**Signal wires on met1**

The bar under the picture is 20 um long. Supply wires on this layer in gray.
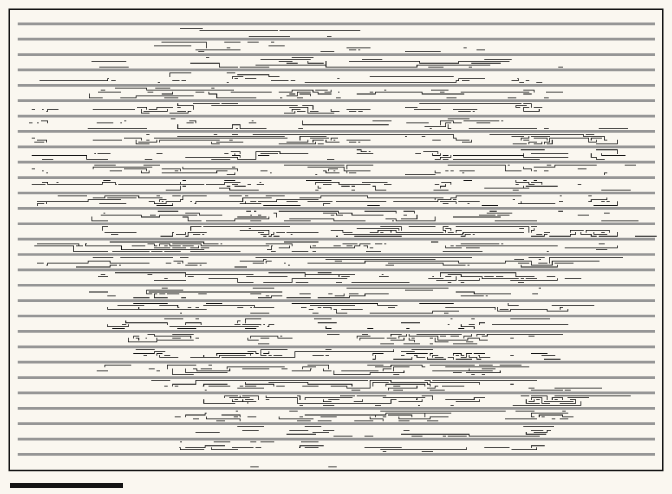
**M2 wires**

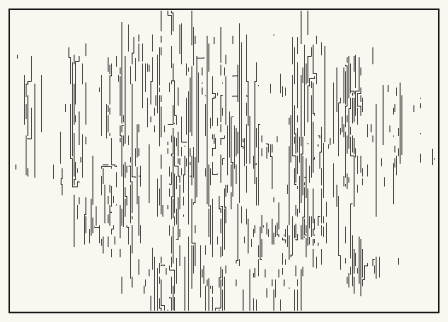
--- config.mk ---
export PLATFORM = sky130hd
export DESIGN_NAME = uart_tx_scheduler
export DESIGN_NICKNAME = d
export VERILOG_FILES = /design/src/rtl/uart_pkg.sv /design/src/rtl/uart_tx_fifo.sv /design/src/rtl/uart_tx_scheduler.sv
export SDC_FILE = /design/constraint.sdc
export NUM_CORES = 1
export LEC_CHECK = 0
export ABC_AREA = 1
export CORE_ASPECT_RATIO = 0.7
export CORE_UTILIZATION = 45
export DETAILED_ROUTE_END_ITERATION = 16
export PLACE_DENSITY_LB_ADDON = 0.3
export SYNTH_ARGS = -nofsm -noshare
export SYNTH_HDL_FRONTEND = slang
export SYNTH_SLANG_ARGS = --single-unit
--- constraint.sdc ---
create_clock -name PCLK -period 3.9 [get_ports PCLK]
set_input_delay 0.39 -clock PCLK [delete_from_list [all_inputs] [get_ports PCLK]]
set_output_delay 0.39 -clock PCLK [all_outputs]
set_load 0.05 [all_outputs]
--- src/rtl/uart_pkg.sv ---
// Shared definitions for the UART transmit scheduler: register map, bit
// positions and scheduler state encoding.
package uart_pkg;

  localparam logic [7:0] ADDR_DATA   = 8'h00;
  localparam logic [7:0] ADDR_STATUS = 8'h04;
  localparam logic [7:0] ADDR_CTRL   = 8'h08;

  localparam int unsigned ST_EMPTY   = 0;
  localparam int unsigned ST_FULL    = 1;
  localparam int unsigned ST_ACTIVE  = 2;
  localparam int unsigned ST_OVF     = 3;
  localparam int unsigned ST_CNT_LSB = 4;

  localparam int unsigned CTRL_EN = 0;
  localparam int unsigned CTRL_IE = 1;

  typedef enum logic [1:0] {
    IDLE      = 2'd0,
    LAUNCH    = 2'd1,
    WAIT_DONE = 2'd2,
    GAP       = 2'd3
  } sched_state_t;

  // FIFO occupancy as shown in the 4-bit STATUS count field
  function automatic logic [3:0] sat_count(input logic [4:0] c);
    return (c > 5'd15) ? 4'hF : c[3:0];
  endfunction

endpackage

--- src/rtl/uart_tx_fifo.sv ---
// Byte FIFO for the UART transmit path; power-of-two depth with wrap-around
// read/write pointers and an explicit occupancy counter.
module uart_tx_fifo #(
  parameter  int unsigned DEPTH = 8,
  localparam int unsigned AW    = $clog2(DEPTH),
  localparam int unsigned CW    = AW + 1
) (
  input  logic          clk,
  input  logic          rst,
  input  logic          push,
  input  logic          pop,
  input  logic [7:0]    wdata,
  output logic [7:0]    head,
  output logic          full,
  output logic          empty,
  output logic [CW-1:0] count
);

  logic [7:0]    mem [DEPTH];
  logic [AW-1:0] wp;
  logic [AW-1:0] rp;
  logic          do_push;
  logic          do_pop;

  assign full    = (count == CW'(DEPTH));
  assign empty   = (count == '0);
  assign do_push = push && !full;
  assign do_pop  = pop && !empty;
  assign head    = mem[rp];

  always_ff @(posedge clk or posedge rst) begin
    if (rst) begin
      wp    <= '0;
      rp    <= '0;
      count <= '0;
    end else begin
      if (do_push) wp <= wp + 1'b1;
      if (do_pop)  rp <= rp + 1'b1;
      case ({do_push, do_pop})
        2'b10:   count <= count + 1'b1;
        2'b01:   count <= count - 1'b1;
        default: ;
      endcase
    end
  end

  always_ff @(posedge clk) begin
    if (do_push) mem[wp] <= wdata;
  end

endmodule

--- src/rtl/uart_tx_scheduler.sv ---
// APB-programmed UART transmit scheduler: queues bytes and launches them one
// frame at a time. Define UART_TX_IRQ_EN to build the empty/overflow interrupt.
module uart_tx_scheduler
  import uart_pkg::*;
#(
  parameter int unsigned FIFO_DEPTH = 8
) (
  input  logic       PCLK,
  input  logic       PRESET,
  input  logic       PSEL,
  input  logic       PENABLE,
  input  logic       PWRITE,
  input  logic [7:0] PADDR,
  input  logic [7:0] PWDATA,
  output logic [7:0] PRDATA,
  output logic       PREADY,
  output logic       tx_start,
  output logic [7:0] tx_data,
  input  logic       tx_done,
  output logic       irq
);

  localparam int unsigned CW = $clog2(FIFO_DEPTH) + 1;

  sched_state_t  state;
  sched_state_t  state_nxt;
  logic          access;
  logic          wr_data;
  logic          wr_status;
  logic          wr_ctrl;
  logic          push;
  logic          pop;
  logic          full;
  logic          empty;
  logic          active;
  logic [CW-1:0] count;
  logic [7:0]    head;
  logic [7:0]    tx_data_q;
  logic [7:0]    status;
  logic [7:0]    ctrl_rd;
  logic          ovf;
  logic          en;
  logic          ie;

  assign access    = PSEL && PENABLE;
  assign PREADY    = access && !PRESET;
  assign wr_data   = access && PWRITE && (PADDR == ADDR_DATA);
  assign wr_status = access && PWRITE && (PADDR == ADDR_STATUS);
  assign wr_ctrl   = access && PWRITE && (PADDR == ADDR_CTRL);
  assign push      = wr_data && !full;

  uart_tx_fifo #(.DEPTH(FIFO_DEPTH)) u_fifo (
    .clk   (PCLK),
    .rst   (PRESET),
    .push  (push),
    .pop   (pop),
    .wdata (PWDATA),
    .head  (head),
    .full  (full),
    .empty (empty),
    .count (count)
  );

  // Full is sampled before any same-cycle pop, so a write into a full FIFO always drops
  always_ff @(posedge PCLK or posedge PRESET) begin
    if (PRESET) begin
      ovf <= 1'b0;
    end else if (wr_data && full) begin
      ovf <= 1'b1;
    end else if (wr_status && PWDATA[ST_OVF]) begin
      ovf <= 1'b0;
    end
  end

  always_ff @(posedge PCLK or posedge PRESET) begin
    if (PRESET) begin
      en <= 1'b0;
    end else if (wr_ctrl) begin
      en <= PWDATA[CTRL_EN];
    end
  end

`ifdef UART_TX_IRQ_EN
  always_ff @(posedge PCLK or posedge PRESET) begin
    if (PRESET) begin
      ie <= 1'b0;
    end else if (wr_ctrl) begin
      ie <= PWDATA[CTRL_IE];
    end
  end

  always_ff @(posedge PCLK or posedge PRESET) begin
    if (PRESET) begin
      irq <= 1'b0;
    end else begin
      irq <= ie && (empty || ovf);
    end
  end
`else
  assign ie  = 1'b0;
  assign irq = 1'b0;
`endif

  always_ff @(posedge PCLK or posedge PRESET) begin
    if (PRESET) begin
      state <= IDLE;
    end else begin
      state <= state_nxt;
    end
  end

  always_comb begin
    state_nxt = state;
    tx_start  = 1'b0;
    pop       = 1'b0;
    active    = 1'b0;
    unique case (state)
      IDLE: begin
        if (en && !empty) state_nxt = LAUNCH;
      end
      LAUNCH: begin
        tx_start  = 1'b1;
        pop       = 1'b1;
        active    = 1'b1;
        state_nxt = WAIT_DONE;
      end
      WAIT_DONE: begin
        active = 1'b1;
        if (tx_done) state_nxt = GAP;
      end
      GAP: begin
        state_nxt = IDLE;
      end
      default: state_nxt = IDLE;
    endcase
  end

  // The head is shown directly during LAUNCH and held afterwards until the next launch
  always_ff @(posedge PCLK or posedge PRESET) begin
    if (PRESET) begin
      tx_data_q <= '0;
    end else if (state == LAUNCH) begin
      tx_data_q <= head;
    end
  end

  assign tx_data = (state == LAUNCH) ? head : tx_data_q;

  always_comb begin
    status                      = '0;
    status[ST_EMPTY]            = empty;
    status[ST_FULL]             = full;
    status[ST_ACTIVE]           = active;
    status[ST_OVF]              = ovf;
    status[ST_CNT_LSB +: 4]     = sat_count(5'(count));
    ctrl_rd                     = '0;
    ctrl_rd[CTRL_EN]            = en;
    ctrl_rd[CTRL_IE]            = ie;
  end

  always_comb begin
    PRDATA = '0;
    if (!PRESET && access && !PWRITE) begin
      case (PADDR)
        ADDR_STATUS: PRDATA = status;
        ADDR_CTRL:   PRDATA = ctrl_rd;
        default:     PRDATA = '0;
      endcase
    end
  end

endmodule

==> results.json <==
{
  "grt_overflow": 0,
  "dr_total_vias": 2685,
  "area_leader_share_pct": 47.5,
  "antenna_found_initial": 0,
  "h-tree-depth": 3,
  "max_stage_delay_ns": 0.95,
  "pwrdens_nw_per_um2": 687,
  "clk_root_buffer_cell": "clkbuf_16",
  "synth-seq-area-share_pct": 61.1,
  "area.combinational_sq_um": 1230,
  "totalNegativeSetupSlack_ns": 0,
  "crit-reg2reg-capture": "u_fifo.count[2]",
  "top_logic_kind": "simple AND/OR/NAND/NOR gates",
  "timing.critical_path.slowest_stage_cell": "dfrtp_1",
  "post_synth_num_cell_types": 33,
  "numSequentialCells": 86,
  "critPathRequiredTime_ns": 3.51,
  "dr_wl_cell_um": 14.8,
  "syn-cell-area_sq_um": 4050,
  "post-route-util_pct": 55.4,
  "top_area_cell_class": "registers",
  "final_critical_path_setup_slack_ns": 0.731,
  "via_density_per_instance": 4.97,
  "chip_area_sq_um": 9380,
  "diodes": 0,
  "synth.net_count": 407,
  "edf_count": 64,
  "report.final.slew_viol_count": 0,
  "area_delta_synth_final_pct": 17.6,
  "synth.largest_area_cell": "edfxtp_1",
  "min_from": "tx_data_q[4]",
  "cts_resized": 0,
  "timing.max_slew.rel_slack_pct": 35.5,
  "grt_max_degree": 67,
  "initial_core_util_pct": 47.1,
  "layout.nets": 446,
  "yosysWarnings": 0,
  "synthesized_flop_and_latch_total": 86,
  "reg2regPathDepth": 13,
  "cp_common_cell": "nand3_1",
  "crit_arrival_ns": 2.78,
  "fp.dieH_um": 81.3,
  "yosysMostFrequentCell": "nand2_1",
  "hold-worst-slack_ns": 0.479,
  "worst-path-max-fanout": 26,
  "worst-slew-pin-transition_ns": 0.966,
  "post_synth_main_area_contributors": "edfxtp_1 (48%), dfrtp_1 (14%), nand2_1 (7.1%), inv_1 (5.2%), nand3_1 (4.5%)",
  "synthAoiAreaFrac_pct": 7.76,
  "timing.hold.worst_path_depth": 2,
  "fa_ha_area_share_pct": 2.78,
  "final_area_sq_um": 4760,
  "grt_pass1_vias": 2596,
  "globalRouteTotalUtil_pct": 19.1,
  "critPathTopFamily": "buffers and inverters",
  "grt_first_pass_wirelength_mm": 13.0,
  "post_synth_inst_count": 376,
  "clk-insertion-delay-late_ns": 0.34,
  "nonClockBufferCount": 41,
  "die_width_um": 115,
  "synth.area.mux_share_pct": 0,
  "floorplan.tapcells": 120,
  "placedInstanceArea_sq_um": 4490,
  "p_switching_mw": 1.30,
  "achievable-frequency_mhz": 316,
  "total_power_mw": 3.27,
  "cts_num_sinks": 86,
  "fill_cells": 742,
  "crit_type": "register to output pin",
  "ys_chip_area_sq_um": 4050,
  "total_leakage_power_nw": 1.91,
  "power.share.clock_pct": 23.5,
  "worstHoldEndpoint": "tx_data_q[4]",
  "worst_ir_drop_vdd_v": 0.000292,
  "post_cts.repair.setup_buffers": 0,
  "max-cap-violations": 0,
  "pre_cts_ws_ns": 1.13,
  "gp_routability_congestion": 0.783,
  "num-clock-buffers": 11,
  "synth-xor-area-share_pct": 1.08,
  "period_minus_slack_ns": 3.17,
  "startpoint": "u_fifo.rp[1]",
  "area_share_nonclk_buffers_pct": 8.52,
  "layoutNonFillerInstCount": 540,
  "dp_cells": 524,
  "worst_hold_path_type": "register to register",
  "clkTransAtPathRegs_ns": 0.06,
  "finalHoldViolCount": 0,
  "common_cells": "nand2_1 (77), edfxtp_1 (64), inv_1 (56)",
  "drt_pre_antenna_iters": 4,
  "postSynthAreaPerCell_sq_um": 10.8,
  "pwr.group.sequential_mw": 1.18,
  "postRouteWirelength_mm": 8.01,
  "regArea_sq_um": 2470,
  "drt-initial-drc-count": 147,
  "run_status": "finished clean",
  "final_cell_mix": "nand2_1 (77), edfxtp_1 (64), inv_1 (56)",
  "hpwl_mm": 5.42,
  "non_clock_inverter_count": 62,
  "p_clk_uw": 767,
  "timing.critical_path.to": "tx_data[7]",
  "r2r_slack_ns": 1.31,
  "cp_cell_sequence": "inv_2, o211ai_1, nand3_1, nand3_1, nand2_1, clkdlybuf4s50_1",
  "tritoncts": "built",
  "grt_setup_unrepaired": "false",
  "finalCritPeriodShare_pct": 81.3
}
Notes on 'signal wires on met1' above:
longest straight run = 38.2 um
main direction = horizontal

Notes on 'M2 wires' above:
nets with wire on the layer = 332
longest straight run = 48.3 um
share of all routed wire = 45%
main direction = vertical

[layer usage]
| layer | GRT usage, % | vias to the layer above | share of wire [%] |
|---|---|---|---|
| met5 | 0 | - | 0 |
| met4 | 7.27 | 0 | 2.0 |
| met3 | 6.27 | 16 | 5.7 |
| met2 | 29.2 | 58 | 45 |
| met1 | 25.5 | 1262 | 48 |
| li1 | - | 1349 | - |
[state kept, by name (all words and copies together), names as in the netlist]
signal and count:
u_fifo.mem 64, tx_data_q 8, u_fifo.count 4, u_fifo.rp 3
u_fifo.wp 3, state 2, en 1, ovf 1
